File: config.mk
export PLATFORM = sky130hd
export DESIGN_NAME = mux_4x1_rr_arbiter
export DESIGN_NICKNAME = d
export VERILOG_FILES = /design/src/rtl/mux_arb_pkg.sv /design/src/rtl/mux_4x1.sv /design/src/rtl/mux_4x1_rr_arbiter.sv
export SDC_FILE = /design/constraint.sdc
export NUM_CORES = 1
export LEC_CHECK = 0
export ABC_AREA = 1
export CAP_MARGIN = 20
export CORE_AREA = 2 2 58 60
export CTS_BUF_LIST = sky130_fd_sc_hd__clkbuf_4 sky130_fd_sc_hd__clkbuf_8
export DETAILED_ROUTE_END_ITERATION = 7
export DIE_AREA = 0 0 60 62
export MAX_ROUTING_LAYER = met4
export PLACE_DENSITY_LB_ADDON = 0.1
export SYNTH_ARGS = -nofsm -noshare
export SYNTH_HDL_FRONTEND = slang
export SYNTH_SLANG_ARGS = --single-unit
File: constraint.sdc
create_clock -name clk -period 3.4 [get_ports clk]
set_input_delay 1.02 -clock clk [delete_from_list [all_inputs] [get_ports clk]]
set_output_delay 1.02 -clock clk [all_outputs]
set_load 0.005 [all_outputs]
File: src/rtl/mux_arb_pkg.sv
// -----------------------------------------------------------------------------
// mux_arb_pkg
//   Shared types, constants and the round-robin search helper for the
//   4-to-1 mux arbiter (mux_4x1_rr_arbiter) and its datapath (mux_4x1).
//
//   N_REQ   : number of requesters sharing the mux
//   SEL_W   : width of the mux select / requester index
//   state_t : arbiter state (IDLE = no owner, BUSY = grant held)
//   pick_t  : result of rr_pick (found flag + winning index)
//   rr_pick : first requester with req high, searching from ptr upward,
//             wrapping modulo N_REQ
// -----------------------------------------------------------------------------
package mux_arb_pkg;

    localparam int unsigned N_REQ = 4;
    localparam int unsigned SEL_W = 2;

    typedef enum logic {
        IDLE = 1'b0,
        BUSY = 1'b1
    } state_t;

    typedef struct packed {
        logic             found;
        logic [SEL_W-1:0] idx;
    } pick_t;

    function automatic pick_t rr_pick(input logic [N_REQ-1:0] req,
                                      input logic [SEL_W-1:0] ptr);
        pick_t            p;
        logic [SEL_W-1:0] idx;
        p = '0;
        for (int unsigned i = 0; i < N_REQ; i++) begin
            // SEL_W-bit addition wraps naturally, giving the mod-4 search order
            idx = ptr + i[SEL_W-1:0];
            if (!p.found && req[idx]) begin
                p.found = 1'b1;
                p.idx   = idx;
            end
        end
        return p;
    endfunction

endpackage

File: src/rtl/mux_4x1.sv
// -----------------------------------------------------------------------------
// mux_4x1
//   Purely combinational W-bit 4-to-1 multiplexer.
//
//   sel     in  SEL_W  input select
//   d0..d3  in  W      data inputs
//   y       out W      selected data
// -----------------------------------------------------------------------------
module mux_4x1
    import mux_arb_pkg::*;
#(
    parameter int unsigned W = 8
) (
    input  logic [SEL_W-1:0] sel,
    input  logic [W-1:0]     d0,
    input  logic [W-1:0]     d1,
    input  logic [W-1:0]     d2,
    input  logic [W-1:0]     d3,
    output logic [W-1:0]     y
);

    always_comb begin
        y = '0;
        case (sel)
            2'd0:    y = d0;
            2'd1:    y = d1;
            2'd2:    y = d2;
            default: y = d3;
        endcase
    end

endmodule

File: src/rtl/mux_4x1_rr_arbiter.sv
// -----------------------------------------------------------------------------
// mux_4x1_rr_arbiter
//   Round-robin arbiter sharing one W-bit 4-to-1 mux among four requesters.
//   A grant is held until the owner asserts done, drops req, or has held it
//   for HOLD_MAX cycles (HOLD_MAX = 0 disables the timeout). On release the
//   same edge re-arbitrates with the releasing owner at lowest priority.
//
//   clk          in   1   system clock, rising edge
//   reset        in   1   synchronous, active-high reset
//   req          in   4   level-sensitive request per requester
//   done         in   4   release strobe; only done[owner] is honoured
//   d0..d3       in   W   mux data inputs, one per requester
//   gnt          out  4   registered one-hot grant
//   sel          out  2   registered mux select (index of gnt bit)
//   y            out  W   muxed data, combinational from sel
//   y_valid      out  1   high while a grant is held
//   grant_count  out  16  saturating count of issued grants
//                         (present only when MUX_ARB_STATS_EN is defined)
// -----------------------------------------------------------------------------
module mux_4x1_rr_arbiter
    import mux_arb_pkg::*;
#(
    parameter int unsigned W        = 8,
    parameter int unsigned HOLD_MAX = 15
) (
    input  logic             clk,
    input  logic             reset,
    input  logic [N_REQ-1:0] req,
    input  logic [N_REQ-1:0] done,
    input  logic [W-1:0]     d0,
    input  logic [W-1:0]     d1,
    input  logic [W-1:0]     d2,
    input  logic [W-1:0]     d3,
    output logic [N_REQ-1:0] gnt,
    output logic [SEL_W-1:0] sel,
    output logic [W-1:0]     y,
    output logic             y_valid
`ifdef MUX_ARB_STATS_EN
    ,
    output logic [15:0]      grant_count
`endif
);

    localparam int unsigned HC_W = (HOLD_MAX < 1) ? 1 : $clog2(HOLD_MAX + 1);

    state_t            state_q,    state_d;
    logic [N_REQ-1:0]  gnt_q,      gnt_d;
    logic [SEL_W-1:0]  sel_q,      sel_d;
    logic [SEL_W-1:0]  rr_ptr_q,   rr_ptr_d;
    logic [HC_W-1:0]   hold_cnt_q, hold_cnt_d;

    logic              new_grant;
    logic              release_own;
    logic              timeout;
    logic [SEL_W-1:0]  next_ptr;
    pick_t             pick_idle;
    pick_t             pick_rel;

    assign next_ptr  = sel_q + SEL_W'(1);
    assign timeout   = (HOLD_MAX != 0) && (hold_cnt_q == HC_W'(HOLD_MAX));
    assign pick_idle = rr_pick(req, rr_ptr_q);
    // Re-arbitration on release searches from owner+1, so the releasing
    // owner is naturally visited last.
    assign pick_rel  = rr_pick(req, next_ptr);

    always_comb begin
        state_d     = state_q;
        gnt_d       = gnt_q;
        sel_d       = sel_q;
        rr_ptr_d    = rr_ptr_q;
        hold_cnt_d  = hold_cnt_q;
        new_grant   = 1'b0;
        release_own = 1'b0;

        case (state_q)
            IDLE: begin
                if (pick_idle.found) begin
                    state_d    = BUSY;
                    gnt_d      = N_REQ'(1) << pick_idle.idx;
                    sel_d      = pick_idle.idx;
                    hold_cnt_d = HC_W'(1);
                    new_grant  = 1'b1;
                end
            end
            BUSY: begin
                release_own = done[sel_q] | ~req[sel_q] | timeout;
                if (release_own) begin
                    rr_ptr_d = next_ptr;
                    if (pick_rel.found) begin
                        gnt_d      = N_REQ'(1) << pick_rel.idx;
                        sel_d      = pick_rel.idx;
                        hold_cnt_d = HC_W'(1);
                        new_grant  = 1'b1;
                    end else begin
                        state_d    = IDLE;
                        gnt_d      = '0;
                        hold_cnt_d = '0;
                    end
                end else if (hold_cnt_q != '1) begin
                    // Only reachable without a timeout; saturate rather than wrap
                    hold_cnt_d = hold_cnt_q + HC_W'(1);
                end
            end
            default: begin
                state_d = IDLE;
                gnt_d   = '0;
            end
        endcase
    end

    always_ff @(posedge clk) begin
        if (reset) begin
            state_q    <= IDLE;
            gnt_q      <= '0;
            sel_q      <= '0;
            rr_ptr_q   <= '0;
            hold_cnt_q <= '0;
        end else begin
            state_q    <= state_d;
            gnt_q      <= gnt_d;
            sel_q      <= sel_d;
            rr_ptr_q   <= rr_ptr_d;
            hold_cnt_q <= hold_cnt_d;
        end
    end

`ifdef MUX_ARB_STATS_EN
    logic [15:0] grant_count_q, grant_count_d;

    always_comb begin
        grant_count_d = grant_count_q;
        if (new_grant && (grant_count_q != 16'hFFFF)) begin
            grant_count_d = grant_count_q + 16'd1;
        end
    end

    always_ff @(posedge clk) begin
        if (reset) begin
            grant_count_q <= '0;
        end else begin
            grant_count_q <= grant_count_d;
        end
    end

    assign grant_count = grant_count_q;
`endif

    assign gnt     = gnt_q;
    assign sel     = sel_q;
    assign y_valid = (state_q == BUSY);

    mux_4x1 #(.W(W)) u_mux (
        .sel (sel_q),
        .d0  (d0),
        .d1  (d1),
        .d2  (d2),
        .d3  (d3),
        .y   (y)
    );

endmodule
==> run_1/clock_wires.png <==
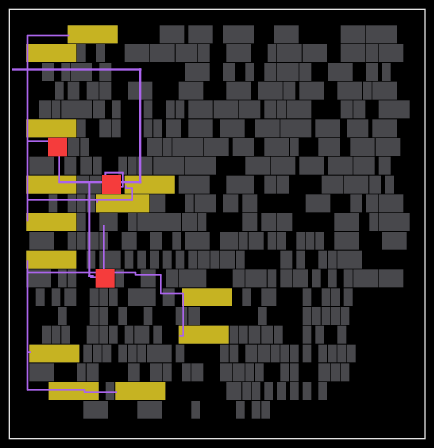
red -> clock-net drivers  # count 3
purple -> clock wires  # length 202 um
yellow -> flip-flops  # count 13
routed clock nets = 4

==> run_1/gates.png <==
The bar under the picture is 20 um long.
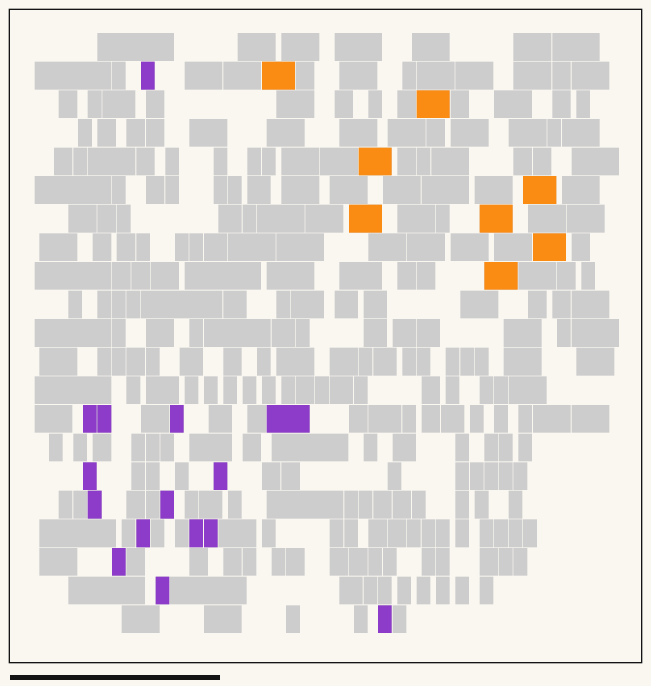
purple -> nor cells  # cells 15, where south-west
orange -> non-inverting ao/oa cells  # cells 8

==> summary.txt, run 1 <==
R2R Path End = gnt[1]$_SDFFE_PP0P_
top power group = combinational logic
GRT Resource Usage Total = 21.1%
Setup crit end kind = primary output
final wirelength = 3870 um
Yosys chip area = 1430 um^2
Met2 Routed Length = 1800 um
Port Buf Inserts = 56
placed cells = 344
Reg power frac = 15.7%
Mapped Nets = 296
Final Critical Period = 3330 ps
total number of vias = 1688
Hold Crit Start = hold_cnt_q[1]$_SDFFE_PP0P_
EDFF count, synth = 0
worst reg2reg startpoint = sel[0]$_SDFFE_PP0P_
Synth mux share = 0%
clock buffers = 4
total number of H-tree levels = 1
met2 usage = 34.9%
unrepaired setup endpoints after global routing = no
Syn-to-layout area delta = 43.2%
fraction of layout cells with a size suffix above 1 = 10.6%
P_seq = 250 uW
Wirelength per Cell = 11.1 um
Flop area = 262 um^2
Top class by area = logic gates
final hold viol count = 0
CP Launch Point = d2[2]
logic share of the area = 49.0%
register area share after synthesis = 18.2%
vias in the first global route = 1382
M3 GR Usage = 3.31%
TritonCTS clock tree = yes
R2R Setup Slk = 1220 ps
Crit Path Max Fanout = 1
Seq cells = 13
clk pwr = 105 uW
Combinational Power = 1.24 mW
gr busiest metal = met2
row count = 21
CP Launch Type = input pin
hold endpoint = hold_cnt_q[1]$_SDFFE_PP0P_
Hold Slack = 491 ps
multi-input gate count = 198
Post-DP Area = 2000 um^2
Initial Util = 45.0%
Vias per Instance = 4.85
ys flop type = dfxtp_1
grt total ovfl = 0
Critical Path AT = 2310 ps
yosys xor share = 0.612%
# setup viols final = 0
maxcap violations = 0
DR DRC count = 0
Post-DP HPWL = 3160 um
slew margin rel. = 67.5%
deepest clock path buffer count = 2
Worst-Margin Slew = 488 ps
Nets = 350
area of the core = 3180 um^2
Mapped Area = 1430 um^2
Main logic family = simple AND/OR/NAND/NOR gates
chip area = 3720 um^2
clk sink count = 13
ys flops = 13
Inverters excl. clock = 30
Yosys Instances = 249
switching share of power = 51.4%
fillers = 327
combinational share of power = 77.7%
sw power = 819 uW
simple share = 47.1%
Fmax = 300 MHz
Power Density = 777 nW/um^2
ys async rst share = 0%
Hold WC Path Type = reg2reg
Setup crit end = y[2]
NonClk Buf Share = 28.3%
die width = 60 um
Finished Core Util = 64.4%
Complex Gates by Area = 18.1%
ANT nets after route = 0
most numerous logic cells after layout = 92 x nand2_1, 51 x clkdlybuf4s50_1, 24 x inv_1
DP Worst Slack = 28.6 ps
initial antenna violation count = 0
clock power share = 6.6%
P_int = 773 uW
first-pass GRT wire length = 5880 um
Plain + repair buffers = 57
antenna diode count = 0
Resize count post-CTS = 0
met1 Use GR = 27.2%
Mapped Cells = 249
M1 WL = 1830 um
status = finished, final reports clean
hold buffers post-CTS = 0
initial detailed-routing violation count = 63
Worst-Skew Late Latency = 280 ps
dominant logic cell type in the layout = nand2_1
largest net degree at the start of global routing = 17
Post-CTS Setup Bufs = 0
flop share of the area = 12.8%
tool warnings = 29
Final Cell Area = 2050 um^2
# IOs = 57
root cell of the clock tree = clkbuf_4
max-slew violations = 0
R2R depth = 15
uppermost layer routed = met4
Gate Area = 1000 um^2
Synth Area in Adders = 4.37%
final std cells w/o fill = 348
Reg clk slew, reported paths = 70 ps
tap cells = 46
Avg Cell Area, Syn = 5.74 um^2
Setup WS post-layout = 70.4 ps
cell leakage power = 1.05 nW
Total Power = 1.59 mW
die height = 62 um
CTS Buf Count = 3
Final clock-cell share = 1.47%
synth unique cells = 28
setup TNS = 0 ps
met3 wire length = 203 um
==> run_1/layers.png <==
The bar under the picture is 20 um long.
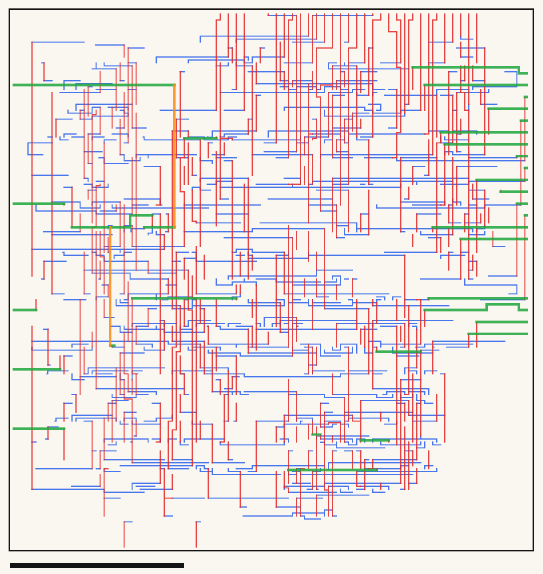
blue -> M1  # wire length 1830 um
orange -> M4  # wire length 29.9 um
green -> M3  # wire length 204 um
red -> M2  # wire length 1800 um

[run 1: synthesized netlist by cell type (2+ instances only)]
cell      instances  share of area (%)
nor2_1           14                3.7
nand2_1          92                 24
nand2_2          11                4.8
a21oi_1          17                5.9
o21ai_1           3                1.0
nand3_2           2                1.4
nand4_1           5                2.2
nand2_4           2                1.6
dfxtp_1          13                 18
nand3_1          19                6.6
a22o_1            8                4.9
buf_2             2               0.70
o21ai_0          13                4.5
clkbuf_1          2               0.53
ha_1              5                4.4
buf_6             2                1.6
inv_2             5                1.3
inv_1            24                6.3
[run 1: worst max-delay path, stage by stage]
cell	delay [ps]
clkdlybuf4s50_1	450
a22o_1	130
a21oi_1	40
o21ai_1	130
clkdlybuf4s50_1	530
==> run 2, diff against run 1 <==
--- a/config.mk
+++ b/config.mk
@@ -7,12 +7,14 @@
 export LEC_CHECK = 0
 export ABC_AREA = 1
 export CAP_MARGIN = 20
-export CORE_AREA = 2 2 58 60
+export CORE_AREA = 2 2 60 62
 export CTS_BUF_LIST = sky130_fd_sc_hd__clkbuf_4 sky130_fd_sc_hd__clkbuf_8
+export CTS_CLUSTER_SIZE = 14
 export DETAILED_ROUTE_END_ITERATION = 7
-export DIE_AREA = 0 0 60 62
+export DIE_AREA = 0 0 62 64
 export MAX_ROUTING_LAYER = met4
 export PLACE_DENSITY_LB_ADDON = 0.1
 export SYNTH_ARGS = -nofsm -noshare
 export SYNTH_HDL_FRONTEND = slang
+export SYNTH_HIERARCHICAL = 1
 export SYNTH_SLANG_ARGS = --single-unit
==> run_2/gates.png <==
The bar under the picture is 20 um long.
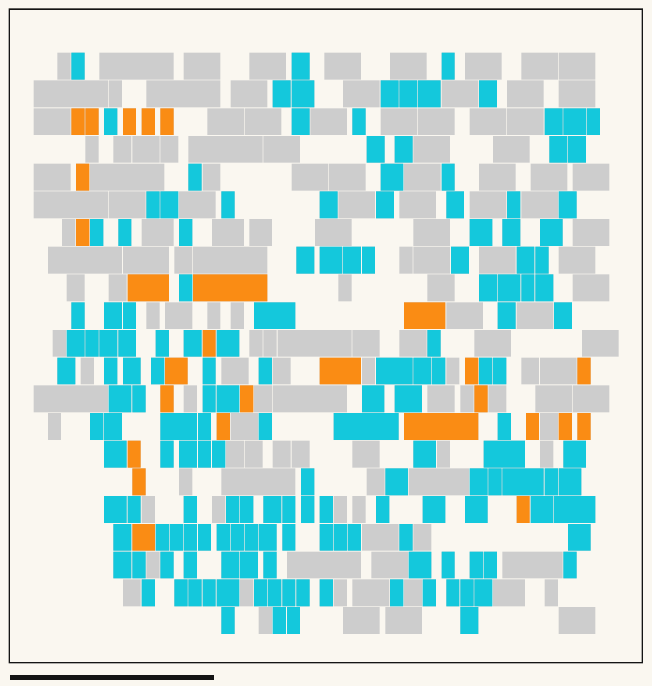
orange -> nor cells  # cells 27
cyan -> nand cells  # cells 161, where widely spread

==> run_2/congestion_map.png <==
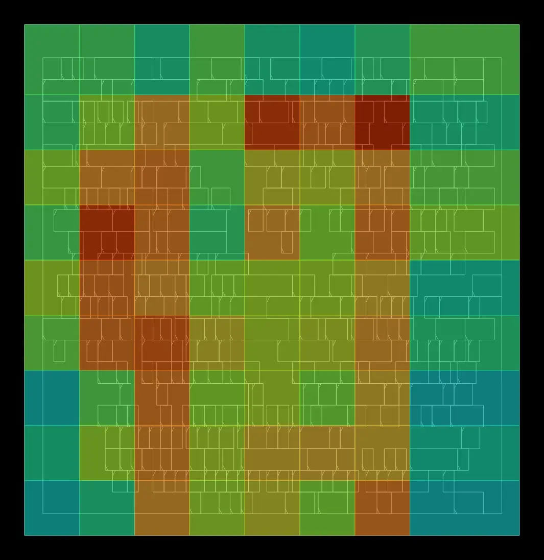
M3 GR Usage: 4.45%
Wirelength per Cell: 12.1 um

==> summary.txt, run 2 <==
status = finished, final reports clean
CP peak stage delay = 520 ps
chip area = 3970 um^2
fraction of layout cells with a size suffix above 1 = 13.7%
Cell area leaders = nand2_1 20%, dfxtp_1 17%, nand3_1 14%
ys flop type = dfxtp_1
Syn-to-layout area delta = 38.1%
Setup WS post-layout = 189 ps
largest net degree at the start of global routing = 20
clk sink count = 13
EDFF count, synth = 0
P_int = 755 uW
Post-DP HPWL = 3580 um
total number of H-tree levels = 1
max-slew violations = 0
CP required = 2380 ps
Yosys Instances = 266
Vias per Instance = 5.07
critical-path cell list = clkdlybuf4s50_1 -> nand3_1 -> nand4_1 -> clkdlybuf4s50_1
maxcap violations = 0
area of the core = 3280 um^2
Worst-Skew Late Latency = 300 ps
sw power = 849 uW
Power Density = 738 nW/um^2
top cells by count, synth = 85 x nand2_1, 44 x nand3_1, 20 x inv_1, 20 x nor2_1, 15 x nand4_1
TritonCTS clock tree = yes
M1 WL = 2040 um
switching share of power = 52.9%
uppermost layer routed = met4
combinational share of power = 77.3%
Resize count post-CTS = 0
ys async rst share = 0%
Total Power = 1.60 mW
cell leakage power = 1.04 nW
Reg clk slew, reported paths = 70 ps
vias in the first global route = 1702
Nets = 366
P_seq = 253 uW
initial antenna violation count = 0
final hold viol count = 0
antenna diode count = 0
Post-DP Area = 2140 um^2
most common cell in the netlist = nand2_1
R2R depth = 14
# IOs = 57
worst reg2reg startpoint = sel[0]$_SDFFE_PP0P_
DP Worst Slack = 196 ps
Worst Path Buf+Inv = 2
CP Launch Point = d3[7]
initial detailed-routing violation count = 107
GRT Resource Usage Total = 24.8%
met3 wire length = 243 um
Worst VDD drop = 0.418 mV
Mapped Cells = 266
Final Cell Area = 2170 um^2
Final Critical Period = 3210 ps
Mapped Nets = 309
Hold WC Path Type = reg2reg
setup TNS = 0 ps
most numerous logic cells after layout = 85 x nand2_1, 56 x clkdlybuf4s50_1, 44 x nand3_1
Avg Cell Area, Syn = 5.91 um^2
R2R Path End = gnt[1]$_SDFFE_PP0P_
Met2 Routed Length = 2090 um
first-pass GRT wire length = 7390 um
Critical Path AT = 2190 ps
Mapped Area = 1570 um^2
die width = 62 um
Hold Slack = 496 ps
Initial Util = 47.9%
Combinational Power = 1.24 mW
final std cells w/o fill = 368
clock power share = 6.9%
Fmax = 311 MHz
Pre-antenna DRT Iters = 4
clk pwr = 111 uW
placer's final routability congestion estimate = 0.883
Synth Warn # = 6
Reg power frac = 15.8%
ys flops = 13
DR DRC count = 0
critical path depth in cells = 4
root cell of the clock tree = clkbuf_4
clock skew = 14.6 ps
placed cells = 364
top power group = combinational logic
dominant logic cell type in the layout = nand2_1
Setup crit end = y[7]
Finished Core Util = 66.1%
slew margin rel. = 67.2%
R2R Setup Slk = 1130 ps
deepest clock path buffer count = 2
grt total ovfl = 0
worst hold path depth = 2
register area share after synthesis = 16.5%
Crit Path Max Fanout = 1
Port Buf Inserts = 56
unrepaired setup endpoints after global routing = no
CTS Buf Count = 3
tool warnings = 26
hold buffers post-CTS = 0
final wirelength = 4460 um
# setup viols final = 0
Post-CTS Setup Bufs = 0
most used cell, CP = clkdlybuf4s50_1
delay-heaviest family, CP = buffers and inverters
total number of vias = 1866
Yosys chip area = 1570 um^2
row count = 21
Top-area cell share = 20.3%
Setup crit end kind = primary output
CP Launch Type = input pin
synth unique cells = 27
crit path max-delay cell type = clkdlybuf4s50_1
Worst-Margin Slew = 489 ps
Final Cycle Share = 94.4%
Hold Crit Start = hold_cnt_q[1]$_SDFFE_PP0P_
Crit Path Category = in2out
die height = 64 um
post-synth top area cell = nand2_1
hold endpoint = hold_cnt_q[1]$_SDFFE_PP0P_
ANT nets after route = 0
==> run 2: cell type report <==
| type | instances | area [um^2] |
|---|---|---|
| clock buffers | 4 | 30.0 |
| fillers | 313 | 1110 |
| inverters | 30 | 113 |
| multi-input cells | 215 | 1120 |
| flip-flops and latches | 13 | 260 |
| well taps | 46 | 57.6 |
| repair buffers | 60 | 591 |
==> run 2: cells by family after synthesis <==
family | Yosys count | share of synthesized area (%)
DFF | 13 | 16.5
buffers and inverters | 38 | 12.2
adders and majority gates | 1 | 0.795
xor gates and xnor gates | 2 | 1.11
AOI/OAI and AO/OA | 23 | 8.99
and+or+nand+nor | 189 | 60.4
==> run 2: routing by layer <==
layer	GRT usage [%]	up-vias
met1	29.7	823
met4	9.04	0
met5	-	-
li1	-	985
met3	4.45	9
met2	40.4	49
No activity file was given, so power comes from the tool's default toggle rates.
